## config.mk

```make
export PLATFORM = sky130hd
export DESIGN_NAME = mul64_slave
export DESIGN_NICKNAME = d
export VERILOG_FILES = /design/src/rtl/mul64_slave.sv
export SDC_FILE = /design/constraint.sdc
export NUM_CORES = 2
export LEC_CHECK = 0
export CAP_MARGIN = 20
export CORE_MARGIN = 2
export CORE_UTILIZATION = 37
export CTS_CLUSTER_DIAMETER = 60
export DETAILED_ROUTE_END_ITERATION = 8
export PLACE_DENSITY = 0.59
export REMOVE_ABC_BUFFERS = 1
export SLEW_MARGIN = 30
export SYNTH_ARGS = -nofsm -noshare
export SYNTH_HDL_FRONTEND = slang
export SYNTH_SLANG_ARGS = --single-unit
export TNS_END_PERCENT = 50
```

## constraint.sdc

```tcl
create_clock -name clk -period 4.1 [get_ports clk]
set_input_delay 0.615 -clock clk [delete_from_list [all_inputs] [get_ports clk]]
set_output_delay 0.615 -clock clk [all_outputs]
set_load 0.01 [all_outputs]
```

## src/rtl/mul64_slave.sv

```systemverilog
// mul64_slave: register-bus slave wrapping a sequential radix-2 shift-add
// 64x64 multiplier with status, interrupt-enable and clear registers.
module mul64_slave #(
    parameter int unsigned N_ITER = 64
) (
    input  logic        clk,
    input  logic        reset,
    input  logic        S_sel,
    input  logic        S_wr,
    input  logic [7:0]  S_address,
    input  logic [31:0] S_din,
    output logic [31:0] S_dout,
    output logic        m_interrupt
);

    localparam logic [7:0] ADDR_A_LO   = 8'h20;
    localparam logic [7:0] ADDR_A_HI   = 8'h21;
    localparam logic [7:0] ADDR_B_LO   = 8'h22;
    localparam logic [7:0] ADDR_B_HI   = 8'h23;
    localparam logic [7:0] ADDR_P0     = 8'h24;
    localparam logic [7:0] ADDR_P1     = 8'h25;
    localparam logic [7:0] ADDR_P2     = 8'h26;
    localparam logic [7:0] ADDR_P3     = 8'h27;
    localparam logic [7:0] ADDR_START  = 8'h28;
    localparam logic [7:0] ADDR_STATUS = 8'h29;
    localparam logic [7:0] ADDR_INTR   = 8'h2A;
    localparam logic [7:0] ADDR_CLEAR  = 8'h2B;

    localparam logic [5:0] LAST_CNT = 6'(N_ITER - 1);

    typedef enum logic [1:0] {
        StIdle,
        StExec,
        StDone
    } state_e;

    state_e        state_q;
    logic [63:0]   a_q;
    logic [63:0]   b_q;
    logic [127:0]  p_q;
    logic [127:0]  acc_q;
    logic [127:0]  mcand_q;
    logic [63:0]   mplier_q;
    logic [5:0]    cnt_q;
    logic          done_q;
    logic          intr_en_q;

    logic          wr_en;
    logic          busy;
    logic          start_req;
    logic          clear_req;
    logic [127:0]  acc_next;

    // Decode bus write strobes and the next accumulator value for this step.
    always_comb begin
        wr_en     = S_sel & S_wr;
        busy      = (state_q == StExec);
        start_req = wr_en && (S_address == ADDR_START) && S_din[0];
        clear_req = wr_en && (S_address == ADDR_CLEAR) && S_din[0];
        acc_next  = mplier_q[0] ? (acc_q + mcand_q) : acc_q;
    end

    // Operand/config registers and the multiplier FSM.
    always_ff @(posedge clk) begin
        if (reset) begin
            state_q   <= StIdle;
            a_q       <= '0;
            b_q       <= '0;
            p_q       <= '0;
            acc_q     <= '0;
            mcand_q   <= '0;
            mplier_q  <= '0;
            cnt_q     <= '0;
            done_q    <= 1'b0;
            intr_en_q <= 1'b0;
        end else begin
            // INTR_EN is writable in every state.
            if (wr_en && (S_address == ADDR_INTR)) begin
                intr_en_q <= S_din[0];
            end

            // Operands are frozen while a multiply is running.
            if (wr_en && !busy) begin
                unique case (S_address)
                    ADDR_A_LO: a_q[31:0]  <= S_din;
                    ADDR_A_HI: a_q[63:32] <= S_din;
                    ADDR_B_LO: b_q[31:0]  <= S_din;
                    ADDR_B_HI: b_q[63:32] <= S_din;
                    default: ;
                endcase
            end

            if (clear_req) begin
                // Clear wins in any state, including a running multiply.
                state_q <= StIdle;
                p_q     <= '0;
                done_q  <= 1'b0;
            end else begin
                unique case (state_q)
                    StIdle, StDone: begin
                        if (start_req) begin
                            mcand_q  <= {64'b0, a_q};
                            mplier_q <= b_q;
                            acc_q    <= '0;
                            cnt_q    <= '0;
                            done_q   <= 1'b0;
                            state_q  <= StExec;
                        end
                    end
                    StExec: begin
                        acc_q    <= acc_next;
                        mcand_q  <= mcand_q << 1;
                        mplier_q <= mplier_q >> 1;
                        cnt_q    <= cnt_q + 6'd1;
                        if (cnt_q == LAST_CNT) begin
                            p_q     <= acc_next;
                            done_q  <= 1'b1;
                            state_q <= StDone;
                        end
                    end
                    default: state_q <= StIdle;
                endcase
            end
        end
    end

    // Combinational read mux; zero when not selected for a read.
    always_comb begin
        S_dout = '0;
        if (S_sel && !S_wr) begin
            unique case (S_address)
                ADDR_A_LO:   S_dout = a_q[31:0];
                ADDR_A_HI:   S_dout = a_q[63:32];
                ADDR_B_LO:   S_dout = b_q[31:0];
                ADDR_B_HI:   S_dout = b_q[63:32];
                ADDR_P0:     S_dout = p_q[31:0];
                ADDR_P1:     S_dout = p_q[63:32];
                ADDR_P2:     S_dout = p_q[95:64];
                ADDR_P3:     S_dout = p_q[127:96];
                ADDR_STATUS: S_dout = {30'b0, done_q, busy};
                ADDR_INTR:   S_dout = {31'b0, intr_en_q};
                default:     S_dout = '0;
            endcase
        end
    end

    // Level interrupt derived directly from registers.
    always_comb begin
        m_interrupt = done_q & intr_en_q;
    end

endmodule

```

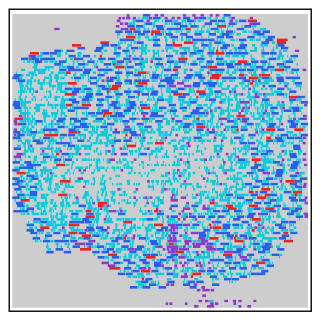
**Above:** placement by cell class.
(1 px per µm) Fill, decap, tap and diode cells in grey.
Cyan stands for remaining logic cells, cells 3,330. Blue stands for sequential cells, cells 586. Purple stands for remaining buffers and delay cells, cells 310. Red stands for clock drivers and dummy loads, cells 122.
register fraction of the total cell area: 30.7%
end-of-flow core utilization: 44.0%
floorplan core area: 86,900 µm²
Design Area, Final: 38,200 µm²
standard-cell rows: 108

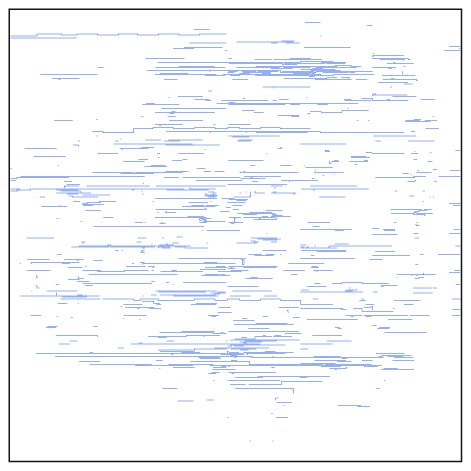
**Above:** signal wires on met3.
(1.5 px per µm)
412 nets have wire on it. The longest straight run is 131 µm. The layer holds 7.4% of the routed length. The wires run mostly horizontal. The layer carries 10,100 µm of wire.

==> run notes <==
Notes from the flow run.

Worst hold path:
- The run gives the capture endpoint of the worst hold path as b_q[57]$_SDFFE_PP0P_.
- The run gives the source of the worst hold timing path as reset.
- In this run the worst hold path is classified as input pin to flop.
- The run gives the cell depth of the worst min-delay path as 2.

STA:
- Setup repair after global routing could not meet its margin everywhere.
- The run puts the clock skew after layout at ~0.027 ns.
- The run puts the final period demand of the worst path at 4.08 ns.
- The run gives the final setup TNS as 0 ns.
- The run puts the number of endpoints with negative hold slack in the final report at 0.
- Timing would allow up to roughly 240 MHz.
- After layout, the worst setup slack is about 0.016 ns.
- The run gives the actual slew at the worst max-slew pin as 1.15 ns.
- Of the available clock period, the critical path in the final layout requires approximately 100%.
- The run puts the count of endpoints failing setup in the final report at 0.
- Counting pins that exceed their max-slew limit in the final report gives 0.
- The run puts the relative max-transition margin at between 20% and 30%.

Power and ir drop:
- The internal portion of the total power is roughly 9.5 mW.
- The run gives the share of total power in combinational logic as under 10%.
- The run gives the total net switching power as 2.82 mW.
- The switching portion of total power comes to a little under a quarter.
- The run puts the largest vdd supply drop at approximately 0.32 mV.
- The run gives the static power due to leakage as between 10 and 15 nW.
- The share of total power dissipated in sequential elements is ~46%.
- The clock network burns roughly 52% of the power.
- In this run the power density over the cells is around 320 nW/µm².

Floorplanning:
- At the floorplan stage, the core utilization is reported as a little under two fifths.
- The run gives the die boundary width as 301 µm.
- The die is about 300 µm tall.
- The run puts the chip area at between 90,000 and 100,000 µm².
- The run puts the number of top-level design ports at roughly 77.

Yosys:
- Of the post-synthesis cell area, the dominant cell type holds between 30% and 40%.
- In the synthesized netlist, the dominant kind of combinational cell is AND-OR/OR-AND gates.
- The run puts the number of standard cells reported by yosys at approximately 4.3k.
- Averaged over all synthesized cells, the footprint is 7.63 µm².
- The run gives the cell type with the largest total area as dfxtp_1.
- The run puts the Yosys chip area at between 30,000 and 40,000 µm².
- Yosys mapped a number of flops with a built-in enable equal to 0.
- Counting flops with an async set or reset pin after synthesis yields a share of 0%.
- The run gives the number of warnings reported in the yosys synthesis log as 0.
- Yosys reported a register bit count of 586.
- Per the synthesis report, the simple-gate share of the synthesized area is 19.9%.
- The run puts the netlist area before placement at about 33,000 µm².
- Among all flip-flop cells after synthesis, the most frequent one is dfxtp_1.
- The run gives the post-synthesis sequential area ratio as 36.1%.
- After Yosys synthesis, XOR and XNOR cells account for 3.28% of the synthesized area.
- The gate-level netlist out of Yosys references a little under 90 unique cell types.
- The run gives the adder-cell share of the synthesized area as under 10%.
- For reference, the top cells by area after synthesis are dfxtp_1 36%, nand2_1 9.0%, a21oi_1 7.1%.
- Summing all multiplexer cells gives an area fraction of 1.95%.
- The run puts the synthesized instance count at around 4.3k.
- The run gives the synthesized-area fraction occupied by ao, oa, aoi and oai cells as about 29%.

Worst setup path:
- The run gives the register-to-register path setup slack as 0.10 ns.
- Per the timing report, the most critical flop-to-flop path finishes at acc_q[84]$_SDFFE_PP0P_.
- The run gives the startpoint class of the critical path as an input pin.
- The run puts the worst endpoint required time at between 3 and 4 ns.
- The run puts the data arrival time at the worst-slack endpoint at around 3.5 ns.
- In the setup report, the worst path falls into the class input pin to output port.
- Per the timing report, the most critical flop-to-flop path originates at mcand_q[15]$_SDFFE_PP0P_.
- The worst register-to-register path depth is 15.
- The run gives the highest net fanout along the worst path as 24.
- The worst setup path is captured at an output port.

Cells and area:
- At the end of the flow, the number of nets in the layout was ~4.5k.
- The run puts the proportion of layout cells with a drive suffix above 1 at under 10%.
- The run gives the most common cell after layout, fill and taps aside as nand2_1.
- The run gives the area growth from synthesis to layout as 17.6%.
- Per the cell usage report, the commonest logic cells after layout are 775 x nand2_1, 585 x dfxtp_1, 463 x a21oi_1.

Placement:
- Detailed placement finished with a half-perimeter wire length of approximately 100,000 µm.
- OpenSTA, run right after detailed placement, puts the worst setup slack at -0.271 ns.
- The run puts the number of buffers inserted by port buffering at approximately 76.
- The run puts the final RePlAce weighted congestion at ~1.1.

Clocking:
- The run gives the number of clock sinks as slightly below 600.
- The run gives the number of levels in the clock H-tree as 3.
- The run puts the total CTS buffers at ~70.
- The run gives the post-CTS clock slew at the launch and capture registers of the worst setup and hold paths as about 0.060 ns.
- Looking at the clock tree report, the maximum root-to-sink buffer count equals 3.
- TritonCTS built the clock tree.
- Clock latency on the worst-skew pair, taken at its later pin, is 0.64 ns.
- The run gives the root buffer cell as clkbuf_16.

Global routing:
- The run puts the global-route wire length before repair at around 200,000 µm.
- The run puts the all-layer global routing usage at around 29%.
- The number of antenna violations at the first check in global routing is 4.
- The run puts the number of global-route vias before repair at just over 30k.
- Entering global routing, the biggest net connects between 150 and 200 pins.
- After global routing the overflow that remains totals 0.

Job:
- The tool flagged a number of max-cap violations equal to 0.
- The run puts the number of logged tool warnings at 33.

Routing:
- The run puts the post-route antenna net violation count at 0.
- The run puts the total via count in the routed design at around 33k.
- The run gives the detailed router's first-iteration violation count as approximately 3.3k.
- In the routed design, unresolved DRC markers number 0.
- The run puts the detail-routed via count per cell at about 6.0.
- The run gives the iteration count of the initial detailed-routing pass as 6.
- The run puts the final wirelength at ~140,000 µm.

Status:
- The flow ran to the end, and the final reports show no timing, DRC or antenna violations.
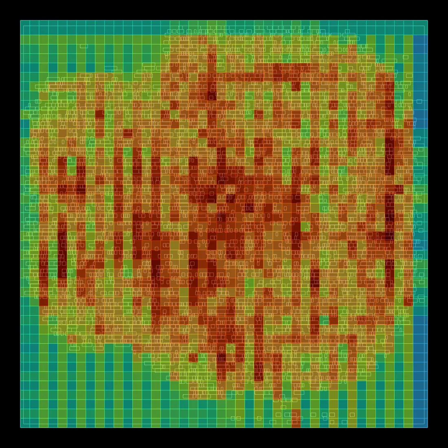
**Above:** congestion heat map.
GRT met1 Usage: 38.8%
global routing usage on met3: 4.94%
wire per inst: 24.8 µm

[worst max-delay path by stage]
stage,start,endpoint,slack [ns],cells past startpoint
floorplan,state_q[0]$_SDFFE_PP0P_,cnt_q[5]$_SDFFE_PP0P_,-9.41,6
global placement,S_address[4],S_dout[0],-0.23,11
detailed placement,S_address[4],S_dout[0],-0.27,11
CTS,S_address[4],S_dout[0],-0.12,11
global route,acc_q[0]$_SDFFE_PP0P_,acc_q[84]$_SDFFE_PP0P_,-0.03,16
finish,S_address[4],S_dout[15],0.02,9
[sequential cells by signal (all words and copies together), names as in the netlist]
register	count
intr_en_q	1
done_q	1
acc_q	128
state_q	2
mplier_q	64
cnt_q	6
b_q	64
p_q	128
mcand_q	128
a_q	64
[Yosys cell counts, drive strengths merged (59+ instances only)]
| master | n |
|---|---|
| o21ai | 214 |
| nand2 | 777 |
| clkbuf | 311 |
| a21o | 83 |
| xnor2 | 70 |
| dfxtp | 586 |
| mux2i | 60 |
| a311oi | 130 |
| nand4 | 75 |
| a211oi | 65 |
| a22oi | 189 |
| a21oi | 468 |
| ha | 128 |
| nor3 | 59 |
| nor2 | 444 |
[worst max-delay path, stage by stage]
cell and delay, ns:
clkdlybuf4s50_1 0.40, or4b_4 0.58, or3_4 0.37, buf_4 0.18, nor2_4 0.13, buf_12 0.19, a22oi_1 0.12, a41oi_2 0.25
clkdlybuf4s50_1 0.57
[logic make-up (layout without fill, tap and decap cells)]
family / count (synthesis) / after routing
and+or+nand+nor: 1534 / 1534
AOI/OAI and AO/OA: 1431 / 1431
DFF: 586 / 586
buffers and inverters: 399 / 483
adders and majority gates: 129 / 129
xor gates and xnor gates: 122 / 122
muxes: 63 / 63
other: 0 / 1
[through the flow]
stage	hold WS (ns)	cell area (µm²)	cells	util, %	total power [mW]
2_1_floorplan	0.440	31200	3916	-	5.87
3_3_place_gp	0.464	35700	5368	41.0	6.07
3_5_place_dp	0.466	35700	5368	41.0	6.07
4_1_cts	0.389	38100	5497	43.9	12.4
5_1_grt	0.406	38200	5503	44.0	12.6
6_report	0.422	38200	5504	44.0	12.3
[power groups by stage]
| stage | Sequential (mW) | Combinational [mW] | Clock, mW |
|---|---|---|---|
| 3_5_place_dp | 5.82 | 0.244 | 0 |
| 6_report | 5.70 | 0.250 | 6.37 |
| 2_1_floorplan | 5.82 | 0.0434 | 0 |
| 4_1_cts | 5.70 | 0.246 | 6.45 |
| 3_3_place_gp | 5.82 | 0.245 | 0 |
| 5_1_grt | 5.70 | 0.261 | 6.68 |
[per-layer routing]
| metal | part of all wire [%] | track usage [%] |
|---|---|---|
| met5 | 0 | 0 |
| met4 | 4.4 | 11.6 |
| met3 | 7.4 | 4.94 |
| met2 | 45 | 47.4 |
| met1 | 43 | 38.8 |
[layout make-up]
type,count,area [µm²]
Clock inverter,22,310
Tap cell,1155,1450
Sequential cell,586,11700
Timing Repair Buffer,310,3030
Clock buffer,100,2030
Antenna cell,1,2.50
Multi-Input combinational cell,3279,19500
Fill cell,8829,48600
Inverter,51,191
[repair_timing]
action                     in CTS  in global routing
hold buffers                    0                  0
setup endpoints to repair      26                 21
setup buffers                   6                  5
resized                        35                 15
gates cloned                    1                  1
pin swaps                       1                  5
Power is estimated from default activity; no workload was simulated.
